`src/rtl/mem32_pkg.sv`:
```
// Shared definitions for the mem32 word reader.
// Contents:
//   MEM_ADDR_W / MEM_BYTE_W / MEM_NBYTES : geometry of the mem32 byte store
//   MEM_WORD_W / MEM_LANE_W               : derived word width and lane-index width
//   state_e                               : sequencer state encoding
//   lane_lsb()                            : lane index -> LSB of its byte slice in the word
package mem32_pkg;

    localparam int MEM_ADDR_W = 4;
    localparam int MEM_BYTE_W = 8;
    localparam int MEM_NBYTES = 4;
    localparam int MEM_WORD_W = MEM_NBYTES * MEM_BYTE_W;
    localparam int MEM_LANE_W = (MEM_NBYTES > 1) ? $clog2(MEM_NBYTES) : 1;

    typedef enum logic [1:0] {
        ST_IDLE  = 2'd0,
        ST_ISSUE = 2'd1,
        ST_DRAIN = 2'd2,
        ST_RESP  = 2'd3
    } state_e;

    // Lane 0 (lowest byte address) lands in the most significant byte.
    function automatic int lane_lsb(input int lane, input int nbytes, input int byte_w);
        return (nbytes - 1 - lane) * byte_w;
    endfunction

endpackage

```
`src/rtl/mem32_word_reader_if.sv`:
```
// Request/response port of the mem32 word reader.
// Signals:
//   req_valid / req_ready / req_addr            : word-read request handshake
//   resp_valid / resp_ready / resp_data / resp_err : response handshake
// Modports:
//   master : the consumer issuing requests
//   slave  : the word reader
interface mem32_word_reader_if
    import mem32_pkg::*;
#(
    parameter int ADDR_W = MEM_ADDR_W,
    parameter int WORD_W = MEM_WORD_W
);
    logic              req_valid;
    logic              req_ready;
    logic [ADDR_W-1:0] req_addr;
    logic              resp_valid;
    logic              resp_ready;
    logic [WORD_W-1:0] resp_data;
    logic              resp_err;

    modport master (
        output req_valid, req_addr, resp_ready,
        input  req_ready, resp_valid, resp_data, resp_err
    );

    modport slave (
        input  req_valid, req_addr, resp_ready,
        output req_ready, resp_valid, resp_data, resp_err
    );
endinterface

```
`src/rtl/mem32_lat_pipe.sv`:
```
// Read-latency tracker: an RD_LAT-deep shift register of {valid, lane index}
// that travels alongside each byte read issued into mem32, so the packer knows
// exactly when mem_dout carries a byte and which lane it belongs to.
// Ports:
//   clk     : rising-edge clock
//   rst     : asynchronous active-low reset (clears every stage)
//   valid_i : a byte read was accepted by mem32 on this edge
//   lane_i  : lane index of that read
//   valid_o : mem_dout holds the byte for lane_o this cycle
//   lane_o  : lane index of the arriving byte
module mem32_lat_pipe
    import mem32_pkg::*;
#(
    parameter int RD_LAT = 1,
    parameter int LANE_W = MEM_LANE_W
) (
    input  logic              clk,
    input  logic              rst,
    input  logic              valid_i,
    input  logic [LANE_W-1:0] lane_i,
    output logic              valid_o,
    output logic [LANE_W-1:0] lane_o
);

    generate
        for (genvar gi = 0; gi < RD_LAT; gi++) begin : g_stage
            logic              valid_q;
            logic [LANE_W-1:0] lane_q;
            logic              valid_d;
            logic [LANE_W-1:0] lane_d;

            if (gi == 0) begin : g_head
                assign valid_d = valid_i;
                assign lane_d  = lane_i;
            end else begin : g_tail
                assign valid_d = g_stage[gi-1].valid_q;
                assign lane_d  = g_stage[gi-1].lane_q;
            end

            always_ff @(posedge clk or negedge rst) begin
                if (!rst) begin
                    valid_q <= 1'b0;
                    lane_q  <= '0;
                end else begin
                    valid_q <= valid_d;
                    lane_q  <= lane_d;
                end
            end
        end
    endgenerate

    assign valid_o = g_stage[RD_LAT-1].valid_q;
    assign lane_o  = g_stage[RD_LAT-1].lane_q;

endmodule

```
`src/rtl/mem32_word_reader.sv`:
```
// Word-read sequencer in front of the 16-byte mem32 store. Accepts one aligned
// word request, issues NBYTES byte reads into mem32, packs the returned bytes
// (lowest address in the top byte) and returns the word on a valid/ready port.
// Misaligned requests are answered immediately with resp_err=1 and zero data.
// Ports:
//   clk       : rising-edge clock
//   rst       : asynchronous active-low reset
//   bus       : request/response port (slave side)
//   mem_rd    : byte read strobe into mem32 (registered)
//   mem_addr  : byte address into mem32 (registered)
//   mem_dout  : mem32 read data, valid RD_LAT cycles after a strobe is taken
//   mem_busy  : mem32 busy; a high sample suppresses the strobe for the next cycle
module mem32_word_reader
    import mem32_pkg::*;
#(
    parameter int ADDR_W = MEM_ADDR_W,
    parameter int BYTE_W = MEM_BYTE_W,
    parameter int NBYTES = MEM_NBYTES,
    parameter int RD_LAT = 1
) (
    input  logic               clk,
    input  logic               rst,
    mem32_word_reader_if.slave bus,
    output logic               mem_rd,
    output logic [ADDR_W-1:0]  mem_addr,
    input  logic [BYTE_W-1:0]  mem_dout,
    input  logic               mem_busy
);

    localparam int WORD_W = NBYTES * BYTE_W;
    localparam int LANE_W = (NBYTES > 1) ? $clog2(NBYTES) : 1;
    localparam logic [ADDR_W-1:0] ALIGN_MASK = ADDR_W'(NBYTES - 1);
    localparam logic [LANE_W-1:0] LAST_LANE  = LANE_W'(NBYTES - 1);

    state_e              state_q, state_d;
    logic [LANE_W-1:0]   k_q, k_d;
    logic [ADDR_W-1:0]   base_q, base_d;
    logic                mem_rd_q, mem_rd_d;
    logic [ADDR_W-1:0]   mem_addr_q, mem_addr_d;
    logic [WORD_W-1:0]   pack_q, pack_d;
    logic                resp_valid_q, resp_valid_d;
    logic [WORD_W-1:0]   resp_data_q, resp_data_d;
    logic                resp_err_q, resp_err_d;

    logic                issue;
    logic                cap_valid;
    logic [LANE_W-1:0]   cap_lane;
    logic [WORD_W-1:0]   cap_word;

    // A byte read is taken by mem32 on every edge where the strobe is up.
    assign issue = (state_q == ST_ISSUE) && mem_rd_q;

    mem32_lat_pipe #(
        .RD_LAT (RD_LAT),
        .LANE_W (LANE_W)
    ) u_lat_pipe (
        .clk     (clk),
        .rst     (rst),
        .valid_i (issue),
        .lane_i  (k_q),
        .valid_o (cap_valid),
        .lane_o  (cap_lane)
    );

    always_comb begin
        state_d      = state_q;
        k_d          = k_q;
        base_d       = base_q;
        mem_rd_d     = mem_rd_q;
        mem_addr_d   = mem_addr_q;
        pack_d       = pack_q;
        resp_valid_d = resp_valid_q;
        resp_data_d  = resp_data_q;
        resp_err_d   = resp_err_q;

        // Pack register with the arriving byte merged into its lane.
        cap_word = pack_q;
        cap_word[lane_lsb(int'(cap_lane), NBYTES, BYTE_W) +: BYTE_W] = mem_dout;
        if (cap_valid) begin
            pack_d = cap_word;
        end

        case (state_q)
            ST_IDLE: begin
                if (bus.req_valid) begin
                    base_d = bus.req_addr;
                    if ((bus.req_addr & ALIGN_MASK) != '0) begin
                        state_d      = ST_RESP;
                        resp_valid_d = 1'b1;
                        resp_err_d   = 1'b1;
                        resp_data_d  = '0;
                    end else begin
                        // mem_busy is not consulted here: the first strobe
                        // always goes out the cycle after the handshake.
                        state_d    = ST_ISSUE;
                        k_d        = '0;
                        mem_rd_d   = 1'b1;
                        mem_addr_d = bus.req_addr;
                        pack_d     = '0;
                    end
                end
            end

            ST_ISSUE: begin
                // Busy sampled now gates the strobe presented next cycle;
                // the address only advances once its byte has been taken.
                mem_rd_d = !mem_busy;
                if (issue) begin
                    if (k_q == LAST_LANE) begin
                        state_d  = ST_DRAIN;
                        mem_rd_d = 1'b0;
                    end else begin
                        k_d        = k_q + 1'b1;
                        mem_addr_d = base_q + ADDR_W'(k_q) + ADDR_W'(1);
                    end
                end
            end

            ST_DRAIN: begin
                // Bytes return in issue order, so the last lane closes the word.
                if (cap_valid && (cap_lane == LAST_LANE)) begin
                    state_d      = ST_RESP;
                    resp_valid_d = 1'b1;
                    resp_data_d  = cap_word;
                    resp_err_d   = 1'b0;
                end
            end

            ST_RESP: begin
                if (bus.resp_ready) begin
                    state_d      = ST_IDLE;
                    resp_valid_d = 1'b0;
                end
            end

            default: state_d = ST_IDLE;
        endcase
    end

    always_ff @(posedge clk or negedge rst) begin
        if (!rst) begin
            state_q      <= ST_IDLE;
            k_q          <= '0;
            base_q       <= '0;
            mem_rd_q     <= 1'b0;
            mem_addr_q   <= '0;
            pack_q       <= '0;
            resp_valid_q <= 1'b0;
            resp_data_q  <= '0;
            resp_err_q   <= 1'b0;
        end else begin
            state_q      <= state_d;
            k_q          <= k_d;
            base_q       <= base_d;
            mem_rd_q     <= mem_rd_d;
            mem_addr_q   <= mem_addr_d;
            pack_q       <= pack_d;
            resp_valid_q <= resp_valid_d;
            resp_data_q  <= resp_data_d;
            resp_err_q   <= resp_err_d;
        end
    end

    assign bus.req_ready  = (state_q == ST_IDLE);
    assign bus.resp_valid = resp_valid_q;
    assign bus.resp_data  = resp_data_q;
    assign bus.resp_err   = resp_err_q;
    assign mem_rd         = mem_rd_q;
    assign mem_addr       = mem_addr_q;

endmodule
```
`src/flat_wrapper.sv`:
```
// flat-port wrapper written by rule: the top's interface ports become plain ports
module mem32_word_reader_flat import mem32_pkg::*;
#(
    parameter int ADDR_W = MEM_ADDR_W,
    parameter int BYTE_W = MEM_BYTE_W,
    parameter int NBYTES = MEM_NBYTES,
    parameter int RD_LAT = 1
)
  (clk, rst, mem_rd, mem_addr, mem_dout, mem_busy, bus_req_valid, bus_req_addr, bus_resp_ready, bus_req_ready, bus_resp_valid, bus_resp_data, bus_resp_err);
  mem32_word_reader_if #(.ADDR_W(ADDR_W)) bus_i ();
  input  logic clk;
  input  logic rst;
  output logic mem_rd;
  output logic [ADDR_W-1:0] mem_addr;
  input  logic [BYTE_W-1:0] mem_dout;
  input  logic mem_busy;
  input wire logic [$bits(bus_i.req_valid)-1:0] bus_req_valid;
  input wire logic [$bits(bus_i.req_addr)-1:0] bus_req_addr;
  input wire logic [$bits(bus_i.resp_ready)-1:0] bus_resp_ready;
  output wire logic [$bits(bus_i.req_ready)-1:0] bus_req_ready;
  output wire logic [$bits(bus_i.resp_valid)-1:0] bus_resp_valid;
  output wire logic [$bits(bus_i.resp_data)-1:0] bus_resp_data;
  output wire logic [$bits(bus_i.resp_err)-1:0] bus_resp_err;
  assign bus_i.req_valid = bus_req_valid;
  assign bus_i.req_addr = bus_req_addr;
  assign bus_i.resp_ready = bus_resp_ready;
  assign bus_req_ready = bus_i.req_ready;
  assign bus_resp_valid = bus_i.resp_valid;
  assign bus_resp_data = bus_i.resp_data;
  assign bus_resp_err = bus_i.resp_err;
  mem32_word_reader #(.ADDR_W(ADDR_W), .BYTE_W(BYTE_W), .NBYTES(NBYTES), .RD_LAT(RD_LAT)) u_core (.clk(clk), .rst(rst), .bus(bus_i), .mem_rd(mem_rd), .mem_addr(mem_addr), .mem_dout(mem_dout), .mem_busy(mem_busy));
endmodule
```
`config.mk`:
```
export PLATFORM = sky130hd
export DESIGN_NAME = mem32_word_reader_flat
export DESIGN_NICKNAME = d
export VERILOG_FILES = /design/src/rtl/mem32_pkg.sv /design/src/rtl/mem32_word_reader_if.sv /design/src/rtl/mem32_lat_pipe.sv /design/src/rtl/mem32_word_reader.sv /design/src/flat_wrapper.sv
export SDC_FILE = /design/constraint.sdc
export NUM_CORES = 1
export LEC_CHECK = 0
export CAP_MARGIN = 30
export CORE_UTILIZATION = 29
export DETAILED_ROUTE_END_ITERATION = 6
export GPL_ROUTABILITY_DRIVEN = 1
export PLACE_DENSITY_LB_ADDON = 0.2
export SLEW_MARGIN = 20
export SYNTH_ARGS = -nofsm -noshare
export SYNTH_HDL_FRONTEND = slang
export SYNTH_SLANG_ARGS = --single-unit
```
`constraint.sdc`:
```
create_clock -name clk -period 2.4 [get_ports clk]
set_clock_uncertainty 0.1 [all_clocks]
set_input_delay 0.48 -clock clk [delete_from_list [all_inputs] [get_ports clk]]
set_output_delay 0.48 -clock clk [all_outputs]
set_load 0.01 [all_outputs]
```
### Logic cells by family, run 1

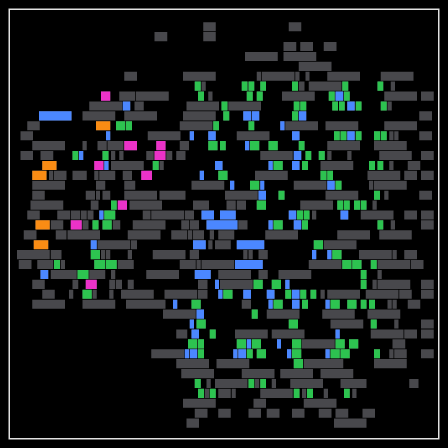
colour	family	cells
green	inverting AOI/OAI gates	119
magenta	AND-OR and OR-AND gates	9
orange	multiplexers	5
blue	NOR gates	63

### A small window of the routed layout, run 1

Region (4, 63) to (54, 113) um. Cells in grey, sequential cells in the stronger grey; small squares are vias.
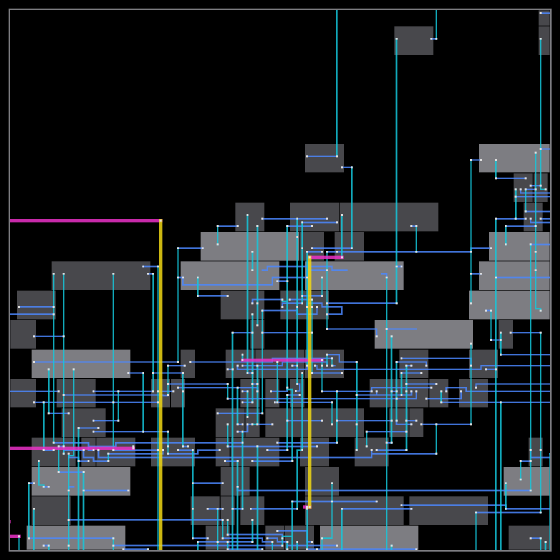
colour	layer
blue	met1
magenta	met3
yellow	met4
cyan	met2
netlist names of flops here include	u_core.base_q (3), u_core.bus.resp_data (2), u_core.pack_q (2)
most frequent	dfrtp_1 (12), clkdlybuf4s50_1 (8)
cells with their middle in the window	74
sequential cells in the window	12

==> job_summary.md, run 1 <==
### Flow metrics

| Metric | Value |
|---|---|
| Cells after synthesis | `384` |
| Leading cell types by count after synthesis | `82 x dfrtp_1, 43 x nand2_1, 43 x o21ai_0` |
| First-pass DRT Iterations | `6` |
| Req. time, crit path | `1820 ps` |
| Crit path capture | `bus_req_ready` |
| Fp_density | `30.1%` |
| RSZ-0062 raised after global routing | `no` |
| Final non-filler cell area | `0.00506 mm2` |
| P_clk | `0.00150 W` |
| Worst-path maximum fanout | `15` |
| Pwr top | `the clock network` |
| Tool warning count | `33` |
| # IOs | `57` |
| Grt peak-use layer | `met2` |
| P_comb | `0.0000930 W` |
| Yosys simple share | `17.4%` |
| Clock power share | `50.3%` |
| Routed Antenna Nets | `0` |
| Yosys cell types | `44` |
| Mux frac, synth | `1.46%` |
| Synthesized area | `0.00387 mm2` |
| Comb pwr share | `3.1%` |
| Core area | `0.0128 mm2` |
| Sw frac | `21.7%` |
| GR Util met1 | `19.5%` |
| Antenna violations before repair | `0` |
| Layout Nets | `480` |
| Critical path class | `flop to output pin` |
| Yosys xor share | `0.453%` |
| Area after detailed placement | `0.00473 mm2` |
| Syn. warnings | `0` |
| Vias | `3086` |
| Outcome | `complete, no violations` |
| Ao+oa area frac | `20.1%` |
| Critical Path Source Type | `flop` |
| Top Layout Cells | `82 x dfrtp_1, 55 x clkdlybuf4s50_1, 43 x o21ai_0, 43 x nand2_1, 34 x a21oi_1` |
| Cycle use final | `94.8%` |
| Worst r2r path cells | `6` |
| Worst setup startpoint | `u_core.state_q[0]` |
| H-Tree Depth | `3` |
| # setup viols final | `0` |
| Worst R2R Start | `u_core.u_lat_pipe.lane_o[0]` |
| Arr. time, crit path | `1690 ps` |
| Flop pwr share | `46.5%` |
| Chip Footprint | `0.0138 mm2` |
| DRC viols | `0` |
| Total of max-cap violations | `0` |
| Leakage | `2.16 nW` |
| Late-Pin Clk Latency | `350 ps` |
| Post-synth seq share | `53.1%` |
| Cell type with the largest total area | `dfrtp_1` |
| Sequential Power | `0.00138 W` |
| Yosys stat chip area | `0.00387 mm2` |
| Worst Setup End Kind | `output pin` |
| Main logic family | `AND-OR/OR-AND gates` |
| P_int | `0.00233 W` |
| First-pass GRT wire length | `16.1 mm` |
| Worst hold slack | `36.7 ps` |
| Layout area overhead | `30.9%` |
| Area leader share | `53.1%` |
| Worst Hold Class | `primary input to async pin` |
| Pwr per Cell Area | `588 mW/mm2` |
| DIE WIDTH | `117 um` |
| Placed insts | `611` |
| Post-synth regs | `82` |
| WL per Instance | `15.4 um` |
| Met2 Track Usage GR | `24.1%` |
| R2r endpoint | `u_core.bus.resp_data[20]` |
| PortBufs | `56` |
| CTS tree | `built` |
| Global-route usage over all layers | `15.1%` |
| Final Critical Period | `2270 ps` |
| Final Max-Slew Violation Tally | `0` |
| CTS sink count | `82` |
| Floorplan net count | `414` |
| P_sw | `0.000644 W` |
| Worst vdd rail ir drop | `0.314 mV` |
| Diodes inserted | `0` |
| GPL Wtd Cong | `0.755` |
| CTS Hold Buffers Added | `0` |
| Final cell count without fillers | `627` |
| Yosys stat cell total | `384` |
| Cell with the most instances after synthesis | `dfrtp_1` |
| Row count | `41` |
| Gates resized, CTS repair | `1` |
| Yosys adder share | `4.40%` |
| Maximum clock path buffer count | `2` |
| Post-synth ARST share | `100%` |
| Synth Area per Inst | `10.1 um2` |
| Commonest Layout Cell | `dfrtp_1` |
### Supply network, run 1

Pins as bars on the die edge.
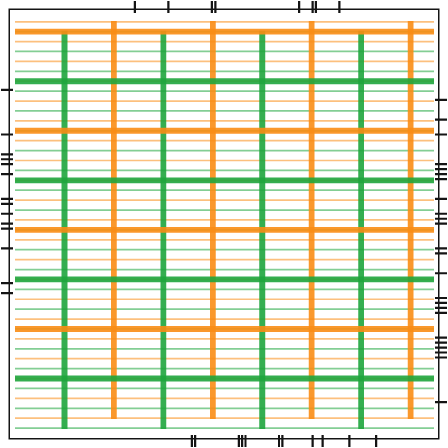
colour	net
green	VSS
orange	VDD
met4 straps	8
signal pins	57

[run 1: metal layers]
metal	vias to the layer above	part of all wire, %
met5	-	0
met2	68	45
li1	1489	-
met3	14	4.0
met4	0	1.9
met1	1515	49
[run 1: layout make-up]
cell class	instances	area, um2
timing repair buffer	74	718
fill	1302	7760
sequential	82	2050
tap	172	215
clock buffer	10	229
clock inverter	6	90.1
multi-input combinational	273	1720
inverter	10	37.5
[run 1: stage by stage]
step | total power, W | setup slack, ps
6_report | 0.00298 | 126
2_1_floorplan | 0.00142 | 411
3_5_place_dp | 0.00151 | 148
4_1_cts | 0.00301 | 19.9
3_3_place_gp | 0.00151 | 218
5_1_grt | 0.00308 | 59.7
[run 1: worst max-delay path, stage by stage (launching register included)]
cell,delay [ps]
dfrtp_1,410
inv_1,130
ha_4,240
clkdlybuf4s50_1,560
### Clock nets, run 1

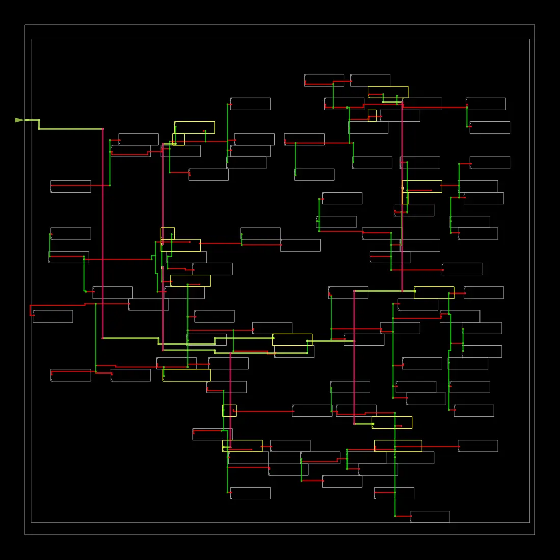

--- run 2 (diff from run 1) ---
- PLACE_DENSITY: default -> 0.57
- PLACE_DENSITY_LB_ADDON: 0.2 -> default
- TNS_END_PERCENT: default -> 10
### Clock nets, run 2

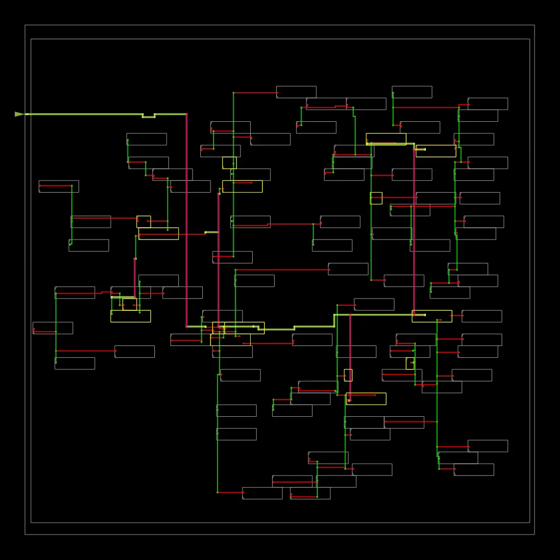
CTS sink count: 82
Late-Pin Clk Latency: 340 ps

### Supply network, run 2

Pins as bars on the die edge.
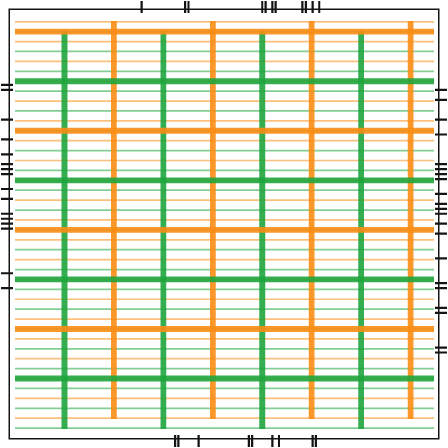
colour	net
green	VSS
orange	VDD
met4 straps	8
met5 straps	8
rows	41

### Logic cells by family, run 2

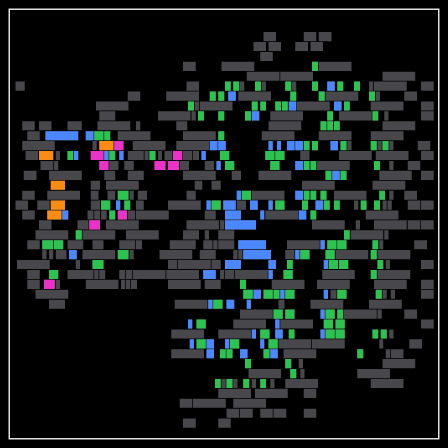
logic share of the area: 34.5%
Commonest Layout Cell: dfrtp_1
final cell count without fillers: 624

==> run 2 against run 1 <==
  * Sequential share of layout area up 0.63 points
  * Worst hold slack worse by 8.8 ps
  * Final area is 1.5% lower
  * Synthesized cell count did not move
  * Clock power down 14%
  * Largest power group is now sequential cells
==> job_summary.md, run 2 <==
### Flow metrics

| Metric | Value |
|---|---|
| Yosys stat cell total | `384 (unchanged)` |
| P_int | `0.00212 W (was 0.00233 W)` |
| Layout area overhead | `28.9% (was 30.9%)` |
| DRC viols | `0 (unchanged)` |
| Worst hold slack | `27.8 ps (was 36.7 ps)` |
| P_sw | `0.000645 W (was 0.000644 W)` |
| Gates resized, CTS repair | `1 (unchanged)` |
| GR Util met1 | `19.8% (was 19.5%)` |
| Critical Path Source Type | `flop (unchanged)` |
| Worst vdd rail ir drop | `0.309 mV (was 0.314 mV)` |
| Max incr delay on CP | `550 ps (was 560 ps)` |
| Maximum clock path buffer count | `2 (unchanged)` |
| Final worst slack | `151 ps (was 126 ps)` |
| Arr. time, crit path | `1670 ps (was 1690 ps)` |
| Dominant class by area | `flip-flops and latches (unchanged)` |
| Global-route usage over all layers | `14.3% (was 15.1%)` |
| Post-synth regs | `82 (unchanged)` |
| Fillers | `1278 (was 1302)` |
| Logic area | `0.00172 mm2 (unchanged)` |
| Routed length on met3 | `352 um (was 383 um)` |
| Non-clock inverters | `10 (unchanged)` |
| Dpl ws | `180 ps (was 148 ps)` |
| Seq. cell area | `0.00205 mm2 (unchanged)` |
| Final Critical Period | `2250 ps (was 2270 ps)` |
| Crit-path cells | `inv_1 > ha_4 > clkdlybuf4s50_1 (unchanged)` |
| Diodes inserted | `0 (unchanged)` |
| Worst Setup End Kind | `output pin (unchanged)` |
| Leading cell types by count after synthesis | `82 x dfrtp_1, 43 x nand2_1, 43 x o21ai_0 (unchanged)` |
| Yosys stat chip area | `0.00387 mm2 (unchanged)` |
| PortBufs | `56 (unchanged)` |
| Grt peak-use layer | `met2 (unchanged)` |
| Total of max-cap violations | `0 (unchanged)` |
| Cell type with the largest total area | `dfrtp_1 (unchanged)` |
| Worst-path maximum fanout | `10 (was 15)` |
| Req. time, crit path | `1820 ps (about the same)` |
| Metal1 wirelength | `4.50 mm (was 4.72 mm)` |
| Cells after synthesis | `384 (unchanged)` |
| RSZ-0062 raised after global routing | `no (unchanged)` |
| Top Layout Cells | `82 x dfrtp_1, 55 x clkdlybuf4s50_1, 43 x o21ai_0, 43 x nand2_1, 34 x a21oi_1 (unchanged)` |
| Crit-path leading delay family | `buffers and inverters (unchanged)` |
| Critical path class | `flop to output pin (unchanged)` |
| Comb pwr share | `3.3% (was 3.1%)` |
| Clk tree area frac | `5.55% (was 6.30%)` |
| # Taps | `172 (unchanged)` |
| Placed insts | `608 (was 611)` |
| Worst R2R Start | `u_core.u_lat_pipe.lane_o[0] (unchanged)` |
| WL met2 | `4.33 mm (was 4.39 mm)` |
| Core area | `0.0128 mm2 (unchanged)` |
| Cell with the most instances after synthesis | `dfrtp_1 (unchanged)` |
| Seq area share | `41.2% (was 40.5%)` |
| DIE WIDTH | `117 um (unchanged)` |
| # IOs | `57 (unchanged)` |
| Row count | `41 (unchanged)` |
| Routed Antenna Nets | `0 (unchanged)` |
| Flop pwr share | `50.0% (was 46.5%)` |
| Outcome | `complete, no violations (unchanged)` |
| Post-synth seq share | `53.1% (unchanged)` |
| Worst r2r path cells | `6 (unchanged)` |
| Antenna violations before repair | `0 (unchanged)` |
| P_clk | `0.00129 W (was 0.00150 W)` |
-- run 2: kinds of logic after synthesis --
group	after synthesis	synth area share [%]
AND-OR/OR-AND	128	20.1
AND/OR/NAND/NOR	125	17.4
flip-flops	82	53.1
buffers and inverters	29	3.14
adder cells (fa/ha/maj)	13	4.40
multiplexers	5	1.46
XOR/XNOR	2	0.453
-- run 2: worst max path at each step --
stage                                      startpoint                        to  slack [ps]
after global placement                bus_req_addr[0]   u_core.bus.resp_data[1]         230
after detailed placement              bus_req_addr[0]  u_core.bus.resp_data[20]         180
final                               u_core.state_q[0]             bus_req_ready         150
after floorplan           u_core.u_lat_pipe.lane_o[0]  u_core.bus.resp_data[10]         410
after CTS                           u_core.state_q[0]             bus_req_ready          90
after global routing      u_core.u_lat_pipe.lane_o[0]   u_core.bus.resp_data[8]          60
No activity file was given, so power comes from the tool's default toggle rates.
